final_clocks.png
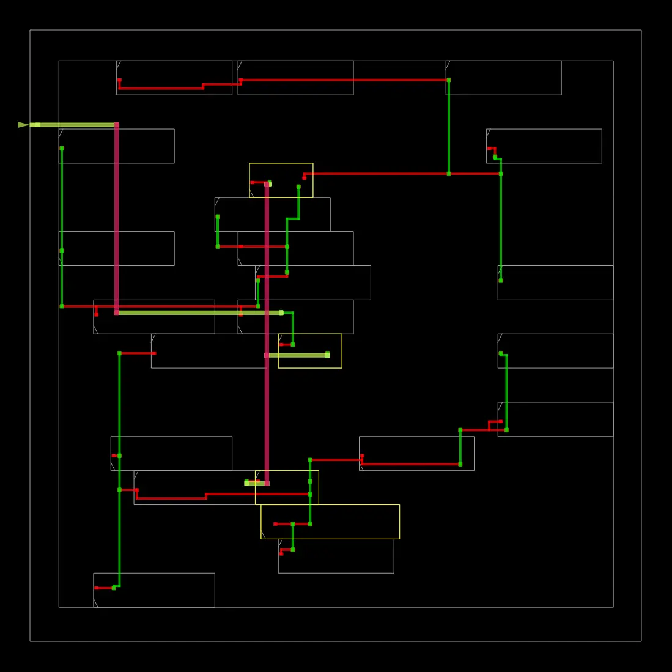
cell_classes.png
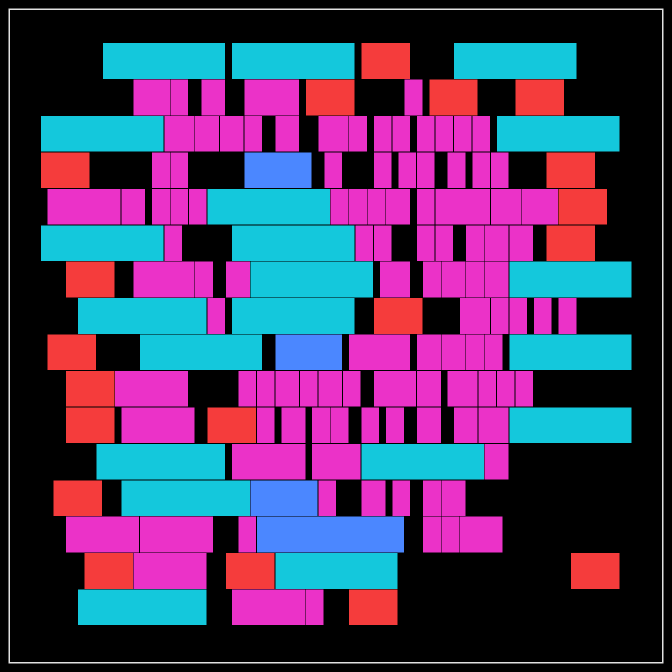
registers.png
Other sequential cells in the stronger gray, the rest of the logic in the fainter gray.
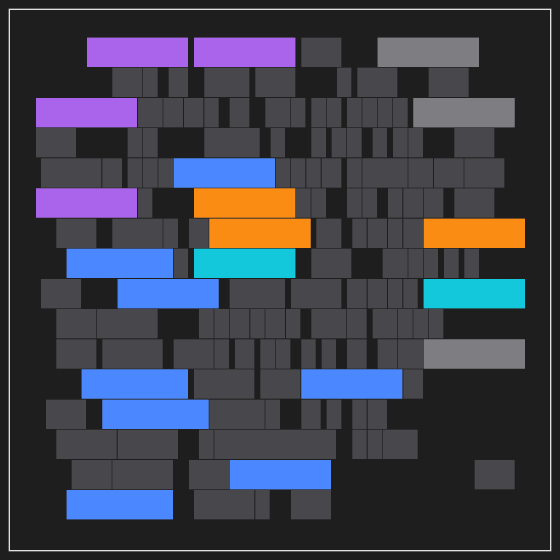
File: src/rtl/code_lock_fsm.sv
// code_lock_fsm: keypad code-lock controller.
//   Collects CODE_LEN digits, compares them with a stored code, and reports
//   open / wrong-code through Moore outputs. It counts consecutive failures
//   and sounds a timed buzzer lockout after MAX_FAIL of them. The stored code
//   can be replaced while open and reverts to DEFAULT_CODE on reset.
//   Optional build macro ENTRY_TIMEOUT_EN: when defined, an attempt that sits
//   in ENTRY for TIMEOUT_CYCLES cycles without a digit counts as a failure.
//
// Ports:
//   clock       in   system clock, rising edge
//   clear_n     in   asynchronous active-low reset
//   digit_valid in   one-cycle strobe qualifying digit
//   digit       in   entered digit value (DIGIT_W)
//   relock      in   return from OPEN to IDLE
//   code_load   in   store code_in as the new code (OPEN only)
//   code_in     in   new code, digit 0 in MSBs (CODE_LEN*DIGIT_W)
//   led_right   out  high while OPEN
//   led_wrong   out  high while ERROR
//   buzzer      out  high while LOCKOUT
//   fail_count  out  consecutive failed attempts, saturating at MAX_FAIL
module code_lock_fsm #(
    parameter int unsigned DIGIT_W        = 2,
    parameter int unsigned CODE_LEN       = 4,
    parameter logic [CODE_LEN*DIGIT_W-1:0] DEFAULT_CODE = 8'b00110011,
    parameter int unsigned MAX_FAIL       = 3,
    parameter int unsigned LOCKOUT_CYCLES = 16,
    parameter int unsigned TIMEOUT_CYCLES = 64,
    localparam int unsigned CODE_W = CODE_LEN * DIGIT_W,
    localparam int unsigned FC_W   = $clog2(MAX_FAIL + 1)
) (
    input  logic               clock,
    input  logic               clear_n,
    input  logic               digit_valid,
    input  logic [DIGIT_W-1:0] digit,
    input  logic               relock,
    input  logic               code_load,
    input  logic [CODE_W-1:0]  code_in,
    output logic               led_right,
    output logic               led_wrong,
    output logic               buzzer,
    output logic [FC_W-1:0]    fail_count
);

    localparam int unsigned IDX_W = (CODE_LEN > 1) ? $clog2(CODE_LEN) : 1;
    localparam int unsigned LT_W  = (LOCKOUT_CYCLES > 1) ? $clog2(LOCKOUT_CYCLES) : 1;

    localparam logic [IDX_W-1:0] IDX_LAST  = IDX_W'(CODE_LEN - 1);
    localparam logic [FC_W-1:0]  FAIL_MAX  = FC_W'(MAX_FAIL);
    localparam logic [LT_W-1:0]  LOCK_LOAD = LT_W'(LOCKOUT_CYCLES - 1);

    typedef enum logic [2:0] {
        ST_IDLE,
        ST_ENTRY,
        ST_OPEN,
        ST_ERROR,
        ST_LOCKOUT
    } state_e;

    state_e              state_q, state_d;
    logic [IDX_W-1:0]    idx_q, idx_d;
    logic                miss_q, miss_d;
    logic [FC_W-1:0]     fail_q, fail_d;
    logic [LT_W-1:0]     lock_q, lock_d;
    logic [CODE_W-1:0]   code_q, code_d;

`ifdef ENTRY_TIMEOUT_EN
    localparam int unsigned TO_W    = (TIMEOUT_CYCLES > 1) ? $clog2(TIMEOUT_CYCLES) : 1;
    localparam logic [TO_W-1:0] TO_LOAD = TO_W'(TIMEOUT_CYCLES - 1);
    logic [TO_W-1:0]     to_q, to_d;
`endif

    logic [DIGIT_W-1:0]  code_digit [CODE_LEN];
    logic                dig0_miss;
    logic                cur_miss;
    logic [FC_W-1:0]     fail_inc;

    // Stored code split into digits; digit 0 lives in the MSBs.
    always_comb begin
        for (int unsigned i = 0; i < CODE_LEN; i++) begin
            code_digit[i] = code_q[(CODE_LEN-1-i)*DIGIT_W +: DIGIT_W];
        end
    end

    assign dig0_miss = (digit != code_digit[0]);
    assign cur_miss  = (digit != code_digit[idx_q]);
    assign fail_inc  = (fail_q == FAIL_MAX) ? FAIL_MAX : fail_q + 1'b1;

    // State register
    always_ff @(posedge clock or negedge clear_n) begin
        if (!clear_n) begin
            state_q <= ST_IDLE;
            idx_q   <= '0;
            miss_q  <= 1'b0;
            fail_q  <= '0;
            lock_q  <= '0;
            code_q  <= DEFAULT_CODE;
`ifdef ENTRY_TIMEOUT_EN
            to_q    <= '0;
`endif
        end else begin
            state_q <= state_d;
            idx_q   <= idx_d;
            miss_q  <= miss_d;
            fail_q  <= fail_d;
            lock_q  <= lock_d;
            code_q  <= code_d;
`ifdef ENTRY_TIMEOUT_EN
            to_q    <= to_d;
`endif
        end
    end

    // Next-state logic. Index and mismatch flag are cleared on every exit
    // from entry, so IDLE is always entered with them already at zero.
    always_comb begin
        state_d = state_q;
        idx_d   = idx_q;
        miss_d  = miss_q;
        fail_d  = fail_q;
        lock_d  = lock_q;
        code_d  = code_q;
`ifdef ENTRY_TIMEOUT_EN
        to_d    = to_q;
`endif
        case (state_q)
            ST_IDLE: begin
                if (digit_valid) begin
`ifdef ENTRY_TIMEOUT_EN
                    to_d = TO_LOAD;
`endif
                    if (CODE_LEN == 1) begin
                        if (dig0_miss) begin
                            state_d = ST_ERROR;
                        end else begin
                            state_d = ST_OPEN;
                            fail_d  = '0;
                        end
                    end else begin
                        state_d = ST_ENTRY;
                        idx_d   = IDX_W'(1);
                        miss_d  = dig0_miss;
                    end
                end
            end
            ST_ENTRY: begin
                if (digit_valid) begin
`ifdef ENTRY_TIMEOUT_EN
                    to_d = TO_LOAD;
`endif
                    if (idx_q == IDX_LAST) begin
                        idx_d  = '0;
                        miss_d = 1'b0;
                        if (miss_q || cur_miss) begin
                            state_d = ST_ERROR;
                        end else begin
                            state_d = ST_OPEN;
                            fail_d  = '0;
                        end
                    end else begin
                        idx_d  = idx_q + 1'b1;
                        miss_d = miss_q | cur_miss;
                    end
                end
`ifdef ENTRY_TIMEOUT_EN
                else if (to_q == '0) begin
                    state_d = ST_ERROR;
                    idx_d   = '0;
                    miss_d  = 1'b0;
                end else begin
                    to_d = to_q - 1'b1;
                end
`endif
            end
            ST_OPEN: begin
                if (code_load) begin
                    code_d = code_in;
                end
                if (relock) begin
                    state_d = ST_IDLE;
                end
            end
            ST_ERROR: begin
                fail_d = fail_inc;
                if (fail_inc == FAIL_MAX) begin
                    state_d = ST_LOCKOUT;
                    lock_d  = LOCK_LOAD;
                end else begin
                    state_d = ST_IDLE;
                end
            end
            ST_LOCKOUT: begin
                if (lock_q == '0) begin
                    state_d = ST_IDLE;
                    fail_d  = '0;
                end else begin
                    lock_d = lock_q - 1'b1;
                end
            end
            default: begin
                state_d = ST_IDLE;
            end
        endcase
    end

    // Moore outputs
    always_comb begin
        led_right  = (state_q == ST_OPEN);
        led_wrong  = (state_q == ST_ERROR);
        buzzer     = (state_q == ST_LOCKOUT);
        fail_count = fail_q;
    end

endmodule

File: config.mk
export PLATFORM = sky130hd
export DESIGN_NAME = code_lock_fsm
export DESIGN_NICKNAME = d
export VERILOG_FILES = /design/src/rtl/code_lock_fsm.sv
export SDC_FILE = /design/constraint.sdc
export NUM_CORES = 1
export LEC_CHECK = 0
export ABC_AREA = 1
export CAP_MARGIN = 20
export CORE_MARGIN = 2
export CORE_UTILIZATION = 55
export CTS_BUF_LIST = sky130_fd_sc_hd__clkbuf_8
export DETAILED_ROUTE_END_ITERATION = 8
export PLACE_DENSITY = 0.83
export SLEW_MARGIN = 20
export SYNTH_ARGS = -nofsm -noshare
export SYNTH_HDL_FRONTEND = slang
export SYNTH_SLANG_ARGS = --single-unit
File: constraint.sdc
create_clock -name clock -period 3.5 [get_ports clock]
set_input_delay 0.525 -clock clock [delete_from_list [all_inputs] [get_ports clock]]
set_output_delay 0.525 -clock clock [all_outputs]
set_load 0.01 [all_outputs]
==> metrics.yaml <==
outcome: "complete, no violations"
grtUsageMet3: 0.0309
path_clk_slew_ns: 0.08
dp_hpwl_mm: 1.70
holdPathStages: 1
routed-via-count: 910
drive_gt1_frac: 0.187
lay_top_count: "nand2_1"
overflow: 0
dieWidth_um: 48.7
grt_antenna_before_repair: 0
clkPwrFrac: 0.195
n_fill_cell: 154
hold_class: "reg2reg"
cp.depth: 4
grt_pass1_vias: 866
startpoint_type: "register"
peakVddDrop_mv: 0.605
busiest_layer: "met2"
finalPower_mw: 1.20
maxPowerGroup: "combinational cells"
use_met2: 0.349
synth_flops: 20
cts_tree: "done"
crit_family: "buffers and inverters"
finalHoldViolCount: 0
crit_buf_inv: 2
ys_cells: 127
ys_area_sq_um: 1100
cts_hold_buf: 0
pg_comb_mw: 0.517
final_cells: 177
dp.cells: 173
place_congestion: 0.858
fin_skew_ns: 0.00660
dr.pass1.iters: 4
period_needed_ns: 2.06
wl_met1_mm: 1.02
wl_per_cell_um: 12.9
drt_iter0_drc: 29
r2r_cells: 8
p_comb_frac: 0.431
p_switching_mw: 0.446
syn_avg_cell_area_sq_um: 8.65
placed_area_sq_um: 1320
grt_util_met1: 0.275
coreArea_sq_um: 1920
cts_setup_buffers: 0
fmax_mhz: 485
final_nets: 168
critPathMaxStageDelay_ns: 0.54
tool_warnings: 26
p_int_mw: 0.754
seqPwrFrac: 0.375
wl_met3_um: 79
worst_pin_slew_ns: 0.878
slowest_stage: "clkdlybuf4s50_1"
antenna_cells: 0
dr.max_layer_used: "met4"
lay_top_cells: "nand2_1, clkdlybuf4s50_1, inv_1, dfrtp_1, nor2_1"
htreeDepth: 1
ys_sh_xor: 0.0159
synth_nets: 144
wl_met2_mm: 1.14
crit_type: "reg2out"
initial_core_util: 0.572
seq_power_mw: 0.450
yosysUniqueCellTypes: 21
tns_ns: 0
cp_max_fo: 4
ys.warnings.count: 0
syn_inst: 127
## Picture notes: final_clocks.png
Clock Power: 0.234 mW
cts bufs inserted: 3
Clock Sinks: 20
CLK BUF: 3

## Picture notes: cell_classes.png
- clock drivers and dummy loads: blue (cells 4; share of their area 5.2%)
- other buffers and delay cells: red (cells 19; share of their area 14%)
- flops: cyan (cells 20; share of their area 37%)
- all other logic: magenta (cells 107; share of their area 44%)

## Picture notes: registers.png
- `lock_q`: purple (sequential cells 4; where north-west)
- `state_q`: orange (sequential cells 3)
- `code_digit`: blue (sequential cells 8)
- `idx_q`: cyan (sequential cells 2)
- not colored: 3

layout make-up:
cell class                 instances  area [sq um]  share of cell area
clock buffer                       3          41.3              0.0296
inverter                          21          78.8              0.0566
clock inverter                     1          30.0              0.0215
sequential                        20           505               0.363
tap                               27          33.8              0.0242
multi-input combinational         86           514               0.369
timing repair buffer              19           190               0.136
cell usage after synthesis:
library cell	number	area, sq um
a31oi_1	1	6.26
nand2_1	29	109
nand2_4	1	11.3
o21ai_0	9	45.0
xor2_1	2	17.5
nand3_1	9	45.0
a22oi_1	1	7.51
dfrtp_1	16	400
nor2_4	1	11.3
a21oi_1	3	15.0
inv_2	5	18.8
nand4_1	2	12.5
nor2_2	4	25.0
o21a_1	1	7.51
nor3_1	1	5.00
nor2_1	11	41.3
mux2_4	8	120
dfstp_2	4	105
inv_1	16	60.1
nand3_2	1	10.0
ha_1	2	25.0
registers in the layout, summed over array words and instances (netlist names):
signal,flops
code_digit,8
idx_q,2
lock_q,4
miss_q,1
state_q,3
fail_count,2
final timing paths:
| kind | start | endpoint | slack [ns] |
|---|---|---|---|
| min in group asynchronous | clear_n | state_q[0]$_DFFE_PN0P_ | 0.75 |
| hold reg to reg | code_digit[3]$_DFFE_PN0P_ | code_digit[3]$_DFFE_PN0P_ | 0.54 |
| hold / removal | code_digit[3]$_DFFE_PN0P_ | code_digit[3]$_DFFE_PN0P_ | 0.54 |
| max in group asynchronous | clear_n | code_digit[3]$_DFFE_PN0P_ | 2.20 |
| setup reg to reg | lock_q[0]$_DFFE_PN0P_ | lock_q[3]$_DFFE_PN0P_ | 1.99 |
| setup / recovery | state_q[2]$_DFFE_PN0P_ | led_wrong | 1.44 |
Power figures rest on the tool's default switching activity, not on a simulated workload.
